### config.mk
export PLATFORM = sky130hd
export DESIGN_NAME = pipeline_hazard_controller_flat
export DESIGN_NICKNAME = d
export VERILOG_FILES = /design/src/rtl/hazard_pkg.sv /design/src/rtl/pipeline_hazard_controller_if.sv /design/src/rtl/sat_counter.sv /design/src/rtl/pipeline_hazard_controller.sv /design/src/flat_wrapper.sv
export SDC_FILE = /design/constraint.sdc
export NUM_CORES = 1
export LEC_CHECK = 0
export CELL_PAD_IN_SITES_DETAIL_PLACEMENT = 1
export CELL_PAD_IN_SITES_GLOBAL_PLACEMENT = 2
export CORE_UTILIZATION = 31
export CTS_CLUSTER_DIAMETER = 80
export CTS_CLUSTER_SIZE = 10
export DETAILED_ROUTE_END_ITERATION = 7
export PLACE_DENSITY = 0.82
export SYNTH_ARGS = -nofsm -noshare
export SYNTH_HDL_FRONTEND = slang
export SYNTH_SLANG_ARGS = --single-unit
### constraint.sdc
create_clock -name clk -period 3.9 [get_ports clk]
set_input_delay 0.585 -clock clk [delete_from_list [all_inputs] [get_ports clk]]
set_output_delay 0.585 -clock clk [all_outputs]
set_load 0.02 [all_outputs]
### src/rtl/hazard_pkg.sv
// Shared pipeline-control definitions: FSM state encoding and RV32 opcodes also used by the main decoder.
// Pure declarations; no timing or flow control.
package hazard_pkg;

    typedef enum logic [1:0] {
        RUN      = 2'd0,
        LU_STALL = 2'd1,
        MEM_WAIT = 2'd2,
        HALT     = 2'd3
    } state_t;

    localparam logic [6:0] OP_R      = 7'b0110011;
    localparam logic [6:0] OP_LOAD   = 7'b0000011;
    localparam logic [6:0] OP_IMM    = 7'b0010011;
    localparam logic [6:0] OP_STORE  = 7'b0100011;
    localparam logic [6:0] OP_BRANCH = 7'b1100011;
    localparam logic [6:0] OP_JAL    = 7'b1101111;

    function automatic logic uses_rs1(input logic [6:0] op);
        return (op == OP_R) || (op == OP_LOAD) || (op == OP_IMM) ||
               (op == OP_STORE) || (op == OP_BRANCH);
    endfunction

    function automatic logic uses_rs2(input logic [6:0] op);
        return (op == OP_R) || (op == OP_STORE) || (op == OP_BRANCH);
    endfunction

endpackage

### src/rtl/pipeline_hazard_controller_if.sv
// Hazard-controller bundle: pipeline hazard sources in, register enables/bubbles and statistics out.
// master = pipeline side, slave = hazard controller.
interface pipeline_hazard_controller_if #(
    parameter int CNT_W = 16
);
    logic [6:0]       id_opcode;
    logic [4:0]       id_rs1;
    logic [4:0]       id_rs2;
    logic             ex_memRead;
    logic [4:0]       ex_rd;
    logic             ex_branch_taken;
    logic             ex_jump;
    logic             mem_req;
    logic             mem_ready;
    logic             pc_write;
    logic             ifid_write;
    logic             idex_write;
    logic             exmem_write;
    logic             ifid_flush;
    logic             idex_flush;
    logic             memwb_flush;
    logic [1:0]       state;
    logic             mem_timeout;
    logic [CNT_W-1:0] stall_cnt;
    logic [CNT_W-1:0] flush_cnt;
    logic [CNT_W-1:0] memwait_cnt;

    modport master (
        output id_opcode, id_rs1, id_rs2, ex_memRead, ex_rd, ex_branch_taken,
               ex_jump, mem_req, mem_ready,
        input  pc_write, ifid_write, idex_write, exmem_write, ifid_flush,
               idex_flush, memwb_flush, state, mem_timeout, stall_cnt,
               flush_cnt, memwait_cnt
    );

    modport slave (
        input  id_opcode, id_rs1, id_rs2, ex_memRead, ex_rd, ex_branch_taken,
               ex_jump, mem_req, mem_ready,
        output pc_write, ifid_write, idex_write, exmem_write, ifid_flush,
               idex_flush, memwb_flush, state, mem_timeout, stall_cnt,
               flush_cnt, memwait_cnt
    );

endinterface

### src/rtl/sat_counter.sv
// Saturating event counter: increments by one per cycle with inc high, holds at all-ones.
// Result visible one cycle after the event; never wraps.
module sat_counter #(
    parameter int W = 16
) (
    input  logic         clk,
    input  logic         rst_n,
    input  logic         inc,
    output logic [W-1:0] cnt
);

    always_ff @(posedge clk or negedge rst_n) begin
        if (!rst_n) begin
            cnt <= '0;
        end else if (inc && (cnt != '1)) begin
            cnt <= cnt + W'(1);
        end
    end

endmodule

### src/rtl/pipeline_hazard_controller.sv
// Stall/flush sequencer for the 5-stage pipeline; enables and bubbles are combinational (zero latency).
// A memory wait freezes the whole pipe; MEM_WAIT_MAX consecutive not-ready cycles lock it in HALT until reset.
module pipeline_hazard_controller
    import hazard_pkg::*;
#(
    parameter int CNT_W        = 16,
    parameter int MEM_WAIT_MAX = 15
) (
    input logic                          clk,
    input logic                          rst_n,
    pipeline_hazard_controller_if.slave  bus
);

    localparam logic [7:0] WAIT_LAST = 8'(MEM_WAIT_MAX - 1);

    state_t     r_state;
    logic [7:0] r_wait_cnt;
    logic       r_timeout;

    logic w_load_use, w_mem_wait, w_flush, w_halted, w_timeout_hit;
    logic w_pc_write, w_ifid_write, w_idex_write, w_exmem_write;
    logic w_ifid_flush, w_idex_flush, w_memwb_flush;
    logic w_stall_inc, w_flush_inc, w_memwait_inc;

    assign w_load_use = bus.ex_memRead && (bus.ex_rd != 5'd0) &&
                        ((uses_rs1(bus.id_opcode) && (bus.id_rs1 == bus.ex_rd)) ||
                         (uses_rs2(bus.id_opcode) && (bus.id_rs2 == bus.ex_rd)));
    assign w_mem_wait    = bus.mem_req && !bus.mem_ready;
    assign w_flush       = bus.ex_branch_taken || bus.ex_jump;
    assign w_halted      = !rst_n || (r_state == HALT);
    // r_wait_cnt still holds the count of earlier not-ready cycles, so this cycle is number r_wait_cnt+1.
    assign w_timeout_hit = w_mem_wait && (r_wait_cnt >= WAIT_LAST);

    always_comb begin
        w_pc_write    = 1'b1;
        w_ifid_write  = 1'b1;
        w_idex_write  = 1'b1;
        w_exmem_write = 1'b1;
        w_ifid_flush  = 1'b0;
        w_idex_flush  = 1'b0;
        w_memwb_flush = 1'b0;
        if (w_halted) begin
            {w_pc_write, w_ifid_write, w_idex_write, w_exmem_write} = 4'b0000;
            {w_ifid_flush, w_idex_flush, w_memwb_flush}             = 3'b111;
        end else if (w_mem_wait) begin
            {w_pc_write, w_ifid_write, w_idex_write, w_exmem_write} = 4'b0000;
            w_memwb_flush = 1'b1;
        end else if (w_flush) begin
            w_ifid_flush = 1'b1;
            w_idex_flush = 1'b1;
        end else if (w_load_use) begin
            w_pc_write   = 1'b0;
            w_ifid_write = 1'b0;
            w_idex_flush = 1'b1;
        end
    end

    assign w_memwait_inc = !w_halted && w_mem_wait;
    assign w_flush_inc   = !w_halted && !w_mem_wait && w_flush;
    assign w_stall_inc   = !w_halted && !w_mem_wait && !w_flush && w_load_use;

    always_ff @(posedge clk or negedge rst_n) begin
        if (!rst_n) begin
            r_state    <= RUN;
            r_wait_cnt <= '0;
            r_timeout  <= 1'b0;
        end else if (r_state != HALT) begin
            if (w_mem_wait) begin
                r_wait_cnt <= r_wait_cnt + 8'd1;
                if (w_timeout_hit) begin
                    r_state   <= HALT;
                    r_timeout <= 1'b1;
                end else begin
                    r_state <= MEM_WAIT;
                end
            end else begin
                r_wait_cnt <= '0;
                r_state    <= (!w_flush && w_load_use) ? LU_STALL : RUN;
            end
        end
    end

    sat_counter #(.W(CNT_W)) u_stall_cnt (
        .clk(clk), .rst_n(rst_n), .inc(w_stall_inc), .cnt(bus.stall_cnt)
    );
    sat_counter #(.W(CNT_W)) u_flush_cnt (
        .clk(clk), .rst_n(rst_n), .inc(w_flush_inc), .cnt(bus.flush_cnt)
    );
    sat_counter #(.W(CNT_W)) u_memwait_cnt (
        .clk(clk), .rst_n(rst_n), .inc(w_memwait_inc), .cnt(bus.memwait_cnt)
    );

    assign bus.pc_write    = w_pc_write;
    assign bus.ifid_write  = w_ifid_write;
    assign bus.idex_write  = w_idex_write;
    assign bus.exmem_write = w_exmem_write;
    assign bus.ifid_flush  = w_ifid_flush;
    assign bus.idex_flush  = w_idex_flush;
    assign bus.memwb_flush = w_memwb_flush;
    assign bus.state       = r_state;
    assign bus.mem_timeout = r_timeout;

endmodule

### src/flat_wrapper.sv
// flat-port wrapper written by rule: the top's interface ports become plain ports
module pipeline_hazard_controller_flat import hazard_pkg::*;
#(
    parameter int CNT_W        = 16,
    parameter int MEM_WAIT_MAX = 15
)
  (clk, rst_n, bus_id_opcode, bus_id_rs1, bus_id_rs2, bus_ex_memRead, bus_ex_rd, bus_ex_branch_taken, bus_ex_jump, bus_mem_req, bus_mem_ready, bus_pc_write, bus_ifid_write, bus_idex_write, bus_exmem_write, bus_ifid_flush, bus_idex_flush, bus_memwb_flush, bus_state, bus_mem_timeout, bus_stall_cnt, bus_flush_cnt, bus_memwait_cnt);
  pipeline_hazard_controller_if #(.CNT_W(CNT_W)) bus_i ();
  input logic clk;
  input logic rst_n;
  input wire logic [$bits(bus_i.id_opcode)-1:0] bus_id_opcode;
  input wire logic [$bits(bus_i.id_rs1)-1:0] bus_id_rs1;
  input wire logic [$bits(bus_i.id_rs2)-1:0] bus_id_rs2;
  input wire logic [$bits(bus_i.ex_memRead)-1:0] bus_ex_memRead;
  input wire logic [$bits(bus_i.ex_rd)-1:0] bus_ex_rd;
  input wire logic [$bits(bus_i.ex_branch_taken)-1:0] bus_ex_branch_taken;
  input wire logic [$bits(bus_i.ex_jump)-1:0] bus_ex_jump;
  input wire logic [$bits(bus_i.mem_req)-1:0] bus_mem_req;
  input wire logic [$bits(bus_i.mem_ready)-1:0] bus_mem_ready;
  output wire logic [$bits(bus_i.pc_write)-1:0] bus_pc_write;
  output wire logic [$bits(bus_i.ifid_write)-1:0] bus_ifid_write;
  output wire logic [$bits(bus_i.idex_write)-1:0] bus_idex_write;
  output wire logic [$bits(bus_i.exmem_write)-1:0] bus_exmem_write;
  output wire logic [$bits(bus_i.ifid_flush)-1:0] bus_ifid_flush;
  output wire logic [$bits(bus_i.idex_flush)-1:0] bus_idex_flush;
  output wire logic [$bits(bus_i.memwb_flush)-1:0] bus_memwb_flush;
  output wire logic [$bits(bus_i.state)-1:0] bus_state;
  output wire logic [$bits(bus_i.mem_timeout)-1:0] bus_mem_timeout;
  output wire logic [$bits(bus_i.stall_cnt)-1:0] bus_stall_cnt;
  output wire logic [$bits(bus_i.flush_cnt)-1:0] bus_flush_cnt;
  output wire logic [$bits(bus_i.memwait_cnt)-1:0] bus_memwait_cnt;
  assign bus_i.id_opcode = bus_id_opcode;
  assign bus_i.id_rs1 = bus_id_rs1;
  assign bus_i.id_rs2 = bus_id_rs2;
  assign bus_i.ex_memRead = bus_ex_memRead;
  assign bus_i.ex_rd = bus_ex_rd;
  assign bus_i.ex_branch_taken = bus_ex_branch_taken;
  assign bus_i.ex_jump = bus_ex_jump;
  assign bus_i.mem_req = bus_mem_req;
  assign bus_i.mem_ready = bus_mem_ready;
  assign bus_pc_write = bus_i.pc_write;
  assign bus_ifid_write = bus_i.ifid_write;
  assign bus_idex_write = bus_i.idex_write;
  assign bus_exmem_write = bus_i.exmem_write;
  assign bus_ifid_flush = bus_i.ifid_flush;
  assign bus_idex_flush = bus_i.idex_flush;
  assign bus_memwb_flush = bus_i.memwb_flush;
  assign bus_state = bus_i.state;
  assign bus_mem_timeout = bus_i.mem_timeout;
  assign bus_stall_cnt = bus_i.stall_cnt;
  assign bus_flush_cnt = bus_i.flush_cnt;
  assign bus_memwait_cnt = bus_i.memwait_cnt;
  pipeline_hazard_controller #(.CNT_W(CNT_W), .MEM_WAIT_MAX(MEM_WAIT_MAX)) u_core (.clk(clk), .rst_n(rst_n), .bus(bus_i));
endmodule
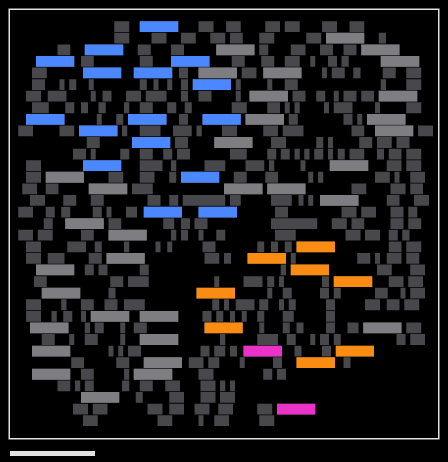
Figure 1: run 1, sequential cells grouped by signal name.
Bar = 20 um.
Key: magenta = `u_core.bus.state` [flops 2]; blue = `u_core.u_stall_cnt.cnt` [flops 16]; orange = `u_core.r_wait_cnt` [flops 8]
Another 33 sequential cells are not coloured.

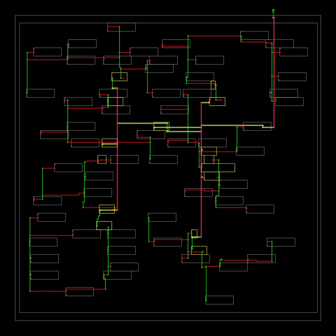
Figure 2: run 1, the clock network.
flip-flops: 59
CTS Buf Count: 9
Setup Skew: 0.00909 ns
clkbuf count: 11

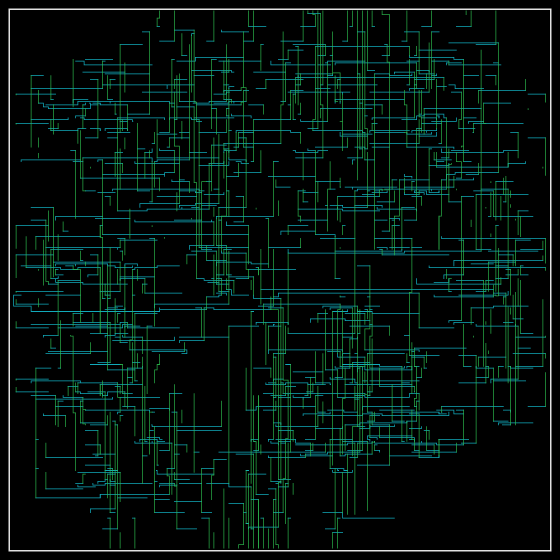
Figure 3: run 1, signal wires by layer.
Only two layers are drawn.
Key: cyan = M1 [wire length 3,520 um]; green = M2 [wire length 3,670 um]

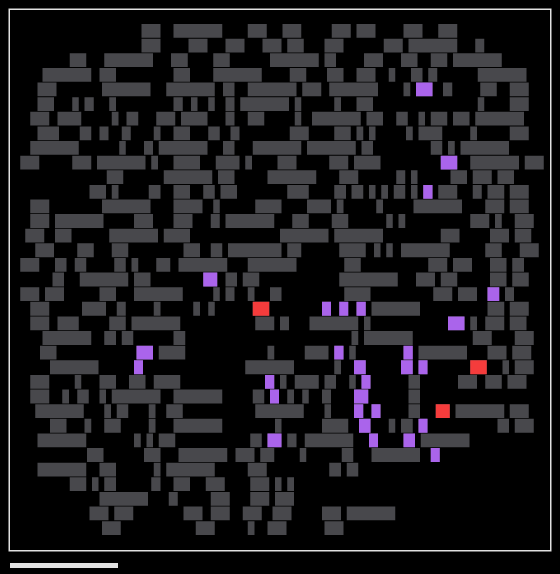
Figure 4: run 1, gate families picked out.
Bar = 20 um.
Key: red = non-inverting ao/oa cells [cells 3]; purple = aoi and oai cells [cells 28]

==> impl_metrics.toml, run 1 <==
# implementation run metrics
[power_and_ir_drop]
combinationalPower_mw = 0.0659
switchingPower_mw = 0.276
p_per_area_nw_per_um2 = 294
p_total_mw = 1.23
combPwrFrac_pct = 5.3

[route]
first_pass_iters = 4
drt-initial-drc-count = 73
wl_met2_um = 3670

[critical_path]
crit_path_frequent_cell = "clkdlybuf4s50_1"
cp_max_fo = 4
crit_chain = "clkdlybuf4s50_1 > xnor2_1 > nand4_1 > o22ai_1 > and3_1 > nor2_1 > clkdlybuf4s50_1"
cp_num_buf_inv = 2
critPathArrivalTime_ns = 2.78

[layout]
fin_nets = 423
comb_cells = 223
inv_count = 8
clockNetworkAreaShare_pct = 4.60

[clocking]
clk_pin_slew_ns = 0.07

[yosys]
ys_sh_mux_pct = 1.12
yosys.cell_types.count = 42
topCellsByArea = "dfrtp_1 (49%), xnor2_1 (9.6%), xor2_1 (5.5%)"
synthTopCellsByCount = "dfrtp_1 (59), nand2_1 (33), xnor2_1 (33)"
synth-compound-area-share_pct = 6.45
synth-xor-area-share_pct = 15.2

[final_timing]
timing.final.ws_setup_ns = 0.531
hold_viol = 0
maxSlewViolCount = 0
final.period_utilization_pct = 86.4

[floorplanning]
nWellTaps = 129
die_area_um2 = 10100
fp.dieH_um = 100

[job]
tool_warnings = 27

[placed_design]
dpl_cell_area_um2 = 4000

[min_path]
min_path_type = "in -> async"

[global_routing]
grt_start_max_net_pins = 52

[run_status]
status = "completed"
==> run 1: flip-flops by register name, summed over array words and instances, names as in the netlist <==
| signal | count |
|---|---|
| u_core.r_wait_cnt | 8 |
| u_core.bus.mem_timeout | 1 |
| u_core.u_flush_cnt.cnt | 16 |
| u_core.u_memwait_cnt.cnt | 16 |
| u_core.u_stall_cnt.cnt | 16 |
| u_core.bus.state | 2 |
==> run 1: layout by cell type (no fill, tap or decap), types with 8 or more instances in the layout <==
cell | Yosys | routed
clkdlybuf4s50_1 | 0 | 85
dfrtp_1 | 59 | 59
xnor2_1 | 33 | 33
nand2_1 | 33 | 33
nor2_1 | 27 | 27
xor2_1 | 19 | 19
nand4_1 | 17 | 17
nand3_1 | 15 | 15
o21ai_0 | 14 | 14
and3_1 | 12 | 12
clkbuf_8 | 0 | 10
inv_1 | 8 | 8
Figure 5. I/O pins on the die edge (run 1).
Pins as bars across the die edge, other pins in grey.
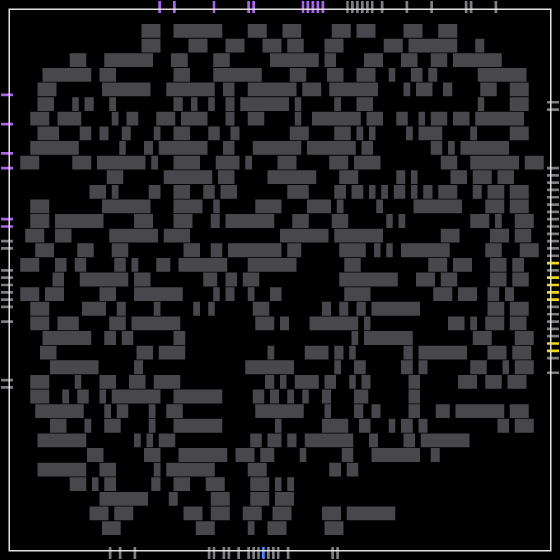

==> run 2: changes to the inputs <==
--- a/config.mk
+++ b/config.mk
@@ -11,6 +11,7 @@
 export CTS_CLUSTER_DIAMETER = 80
 export CTS_CLUSTER_SIZE = 10
 export DETAILED_ROUTE_END_ITERATION = 7
+export GPL_TIMING_DRIVEN = 0
 export PLACE_DENSITY = 0.82
 export SYNTH_ARGS = -nofsm -noshare
 export SYNTH_HDL_FRONTEND = slang
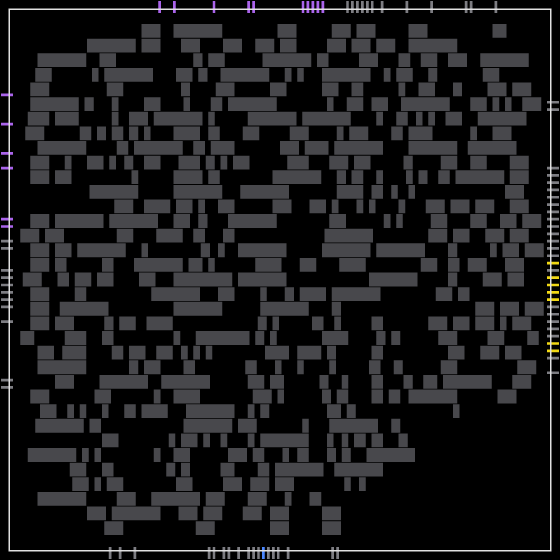
Figure 6: run 2, I/O pins on the die edge.
Pins as bars across the die edge, other pins in grey.
Key: purple = `bus_stall_cnt` [pins 16, direction output, edge 10 north, 6 west]; blue = `bus_pc_write` [pins 1, direction output, edge south]; yellow = `bus_id_opcode` [pins 7, direction input, edge east]
All pins by edge: 30 east, 22 north, 18 south, 17 west.
number of port buffers: 86
chip width: 100 um
Die H: 100 um

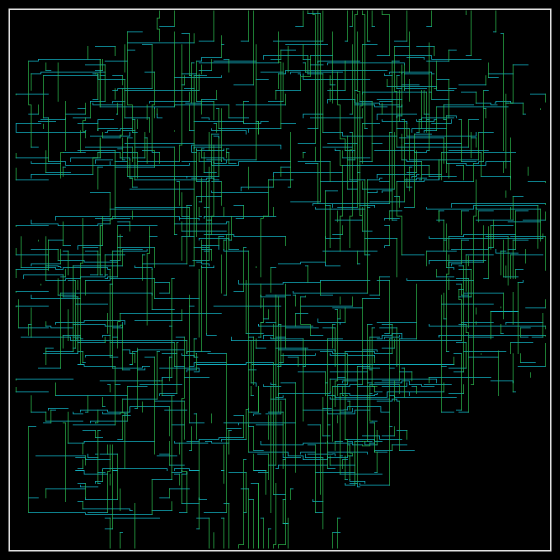
Figure 7: run 2, signal wires by layer.
Only two layers are drawn.
Key: cyan = M1 [wire length 3,580 um]; green = M2 [wire length 3,710 um]

==> impl_metrics.toml, run 2 <==
# implementation run metrics
[run_status]
status = "completed"

[clocking]
cts_made_buffers = 9
htreeDepth = 3
clk_pin_slew_ns = 0.08

[yosys]
yosys.cell_types.count = 42
synthFlopType = "dfrtp_1"
synthTopCellsByCount = "dfrtp_1 (59), nand2_1 (33), xnor2_1 (33)"
topCellsByArea = "dfrtp_1 (49%), xnor2_1 (9.6%), xor2_1 (5.5%)"

[layout]
clock_buffers = 12
comb_cells = 223
clockNetworkAreaShare_pct = 4.82
inv_count = 8
reg_top3 = "u_core.u_flush_cnt.cnt x16, u_core.u_memwait_cnt.cnt x16, u_core.u_stall_cnt.cnt x16"
most-common-layout-cells = "clkdlybuf4s50_1 (85), dfrtp_1 (59), xnor2_1 (33), nand2_1 (33), nor2_1 (27)"
final_common_cell = "clkdlybuf4s50_1"
ff_count = 59

[final_timing]
final.period_utilization_pct = 89.5
hold_viol = 0
timing.final.ws_setup_ns = 0.411
maxSlewViolCount = 0

[power_and_ir_drop]
p_per_area_nw_per_um2 = 296
combPwrFrac_pct = 5.2
switchingPower_mw = 0.276

[global_routing]
grt_start_max_net_pins = 63

[floorplanning]
nWellTaps = 129
die_area_um2 = 10100

[critical_path]
crit_chain = "clkdlybuf4s50_1 > xnor2_1 > nand4_1 > o22ai_1 > and3_1 > nor2_1 > buf_4 > clkdlybuf4s50_1"
cp_max_fo = 4
cp_num_buf_inv = 3
critPathArrivalTime_ns = 2.90
crit_required_ns = 3.31

[route]
drt-initial-drc-count = 78
wl_met2_um = 3710

[job]
tool_warnings = 27

[min_path]
min_path_type = "in -> async"

[placed_design]
dpl_cell_area_um2 = 4030
-- run 2: logic make-up after synthesis --
kind of cell	count (synthesis)	share of synthesized area, %
buffers and inverters	14	2.25
adders and majority gates	5	2.08
AOI/OAI and AO/OA	31	6.45
and+or+nand+nor	132	23.8
xor gates and xnor gates	52	15.2
DFF	59	49.1
muxes	3	1.12
-- run 2: power groups by stage --
stage | combinational (mW) | clock, mW | sequential (mW)
detailed placement | 0.0664 | 0 | 0.623
global route | 0.0730 | 0.620 | 0.611
floorplan | 0.0178 | 0 | 0.624
finish | 0.0651 | 0.575 | 0.612
CTS | 0.0672 | 0.592 | 0.611
global placement | 0.0655 | 0 | 0.623
==> run 3: changes to the inputs <==
--- a/config.mk
+++ b/config.mk
@@ -8,7 +8,6 @@
 export CELL_PAD_IN_SITES_DETAIL_PLACEMENT = 1
 export CELL_PAD_IN_SITES_GLOBAL_PLACEMENT = 2
 export CORE_UTILIZATION = 31
-export CTS_CLUSTER_DIAMETER = 80
 export CTS_CLUSTER_SIZE = 10
 export DETAILED_ROUTE_END_ITERATION = 7
 export GPL_TIMING_DRIVEN = 0
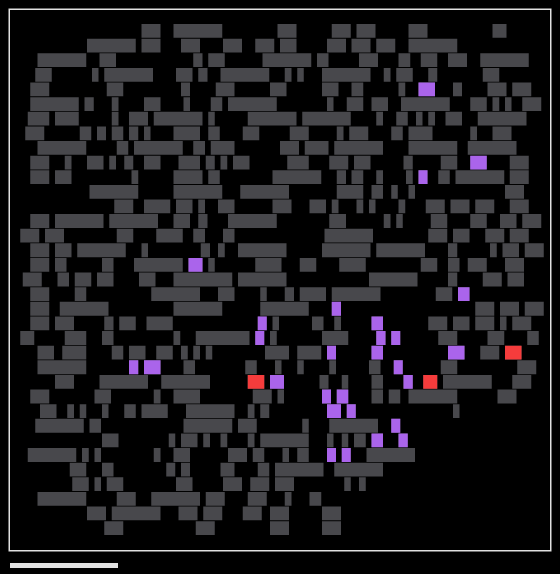
Figure 8: run 3, gate families picked out.
Bar = 20 um.
Key: purple = aoi and oai cells [cells 28]; red = non-inverting ao/oa cells [cells 3]
final non-filler cell total: 527
most used logic cell in the final layout: clkdlybuf4s50_1
Comb area share: 34.6%

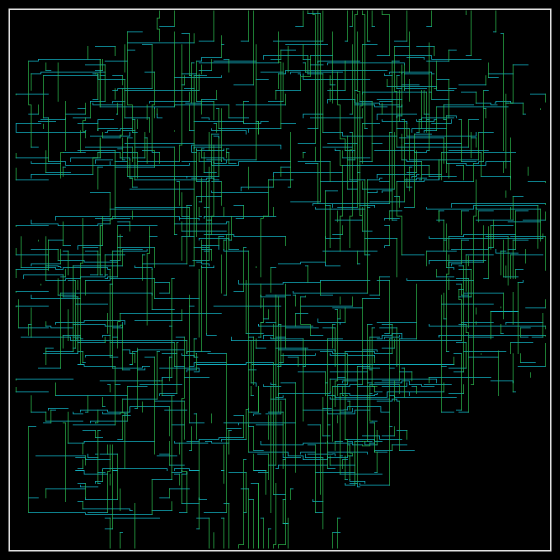
Figure 9: run 3, signal wires by layer.
Only two layers are drawn.
Key: cyan = M1 [wire length 3,580 um]; green = M2 [wire length 3,710 um]
WL final: 7650 um
Tot GR Track Use: 16.5%
DR vias: 2,573
DR WL/cell: 14.5 um

==> impl_metrics.toml, run 3 <==
# implementation run metrics
[run_status]
status = "completed"

[yosys]
yosys.cell_types.count = 42
topCellsByArea = "dfrtp_1 (49%), xnor2_1 (9.6%), xor2_1 (5.5%)"
synthTopCellsByCount = "dfrtp_1 (59), nand2_1 (33), xnor2_1 (33)"
simple_gate_share_pct = 23.8
ys_top_logic_family = "simple AND/OR/NAND/NOR gates"
ys_sh_mux_pct = 1.12

[power_and_ir_drop]
p_total_mw = 1.25
switchingPower_mw = 0.276
p_per_area_nw_per_um2 = 296
pg_clk_mw = 0.575
pg_seq_mw = 0.612
power_leader = "sequential cells"
combPwrFrac_pct = 5.2

[critical_path]
critPathArrivalTime_ns = 2.90
crit_path_frequent_cell = "clkdlybuf4s50_1"
crit_chain = "clkdlybuf4s50_1 > xnor2_1 > nand4_1 > o22ai_1 > and3_1 > nor2_1 > buf_4 > clkdlybuf4s50_1"
cp_num_buf_inv = 3

[global_routing]
grt_start_max_net_pins = 63

[floorplanning]
die_w_um = 100
fp.dieH_um = 100
die_area_um2 = 10100

[final_timing]
clock_skew_ns = 0.0120
maxSlewViolCount = 0
final.period_utilization_pct = 89.5
timing.final.ws_setup_ns = 0.411

[clocking]
clk_pin_slew_ns = 0.08
cts_made_buffers = 9
htreeDepth = 3

[layout]
comb_cells = 223
ff_count = 59
most-common-layout-cells = "clkdlybuf4s50_1 (85), dfrtp_1 (59), xnor2_1 (33), nand2_1 (33), nor2_1 (27)"
fin_nets = 427
inv_count = 8

[route]
drt-initial-drc-count = 78
wl_met2_um = 3710
first_pass_iters = 4

[placed_design]
portBuffers = 86
dpl_cell_area_um2 = 4030

[job]
tool_warnings = 27

[min_path]
min_path_type = "in -> async"
==> run 3: path summary, 6_finish.rpt <==
kind | startpoint | endpoint
worst max-delay path | bus_ex_rd[4] | bus_pc_write
worst min-delay path | rst_n | u_core.u_memwait_cnt.cnt[13]
worst max register to register | u_core.u_stall_cnt.cnt[0] | u_core.u_stall_cnt.cnt[1]
worst min register to register | u_core.bus.mem_timeout | u_core.bus.mem_timeout
max in group asynchronous | rst_n | u_core.r_wait_cnt[1]
min in group clk | u_core.bus.mem_timeout | u_core.bus.mem_timeout
==> run 3: cell families (layout without fill, tap and decap cells) <==
group,after synthesis,after routing
AND/OR/NAND/NOR,132,132
flip-flops,59,59
XOR/XNOR,52,52
AND-OR/OR-AND,31,31
buffers and inverters,14,116
adder cells (fa/ha/maj),5,5
multiplexers,3,3
Power figures rest on the tool's default switching activity, not on a simulated workload.
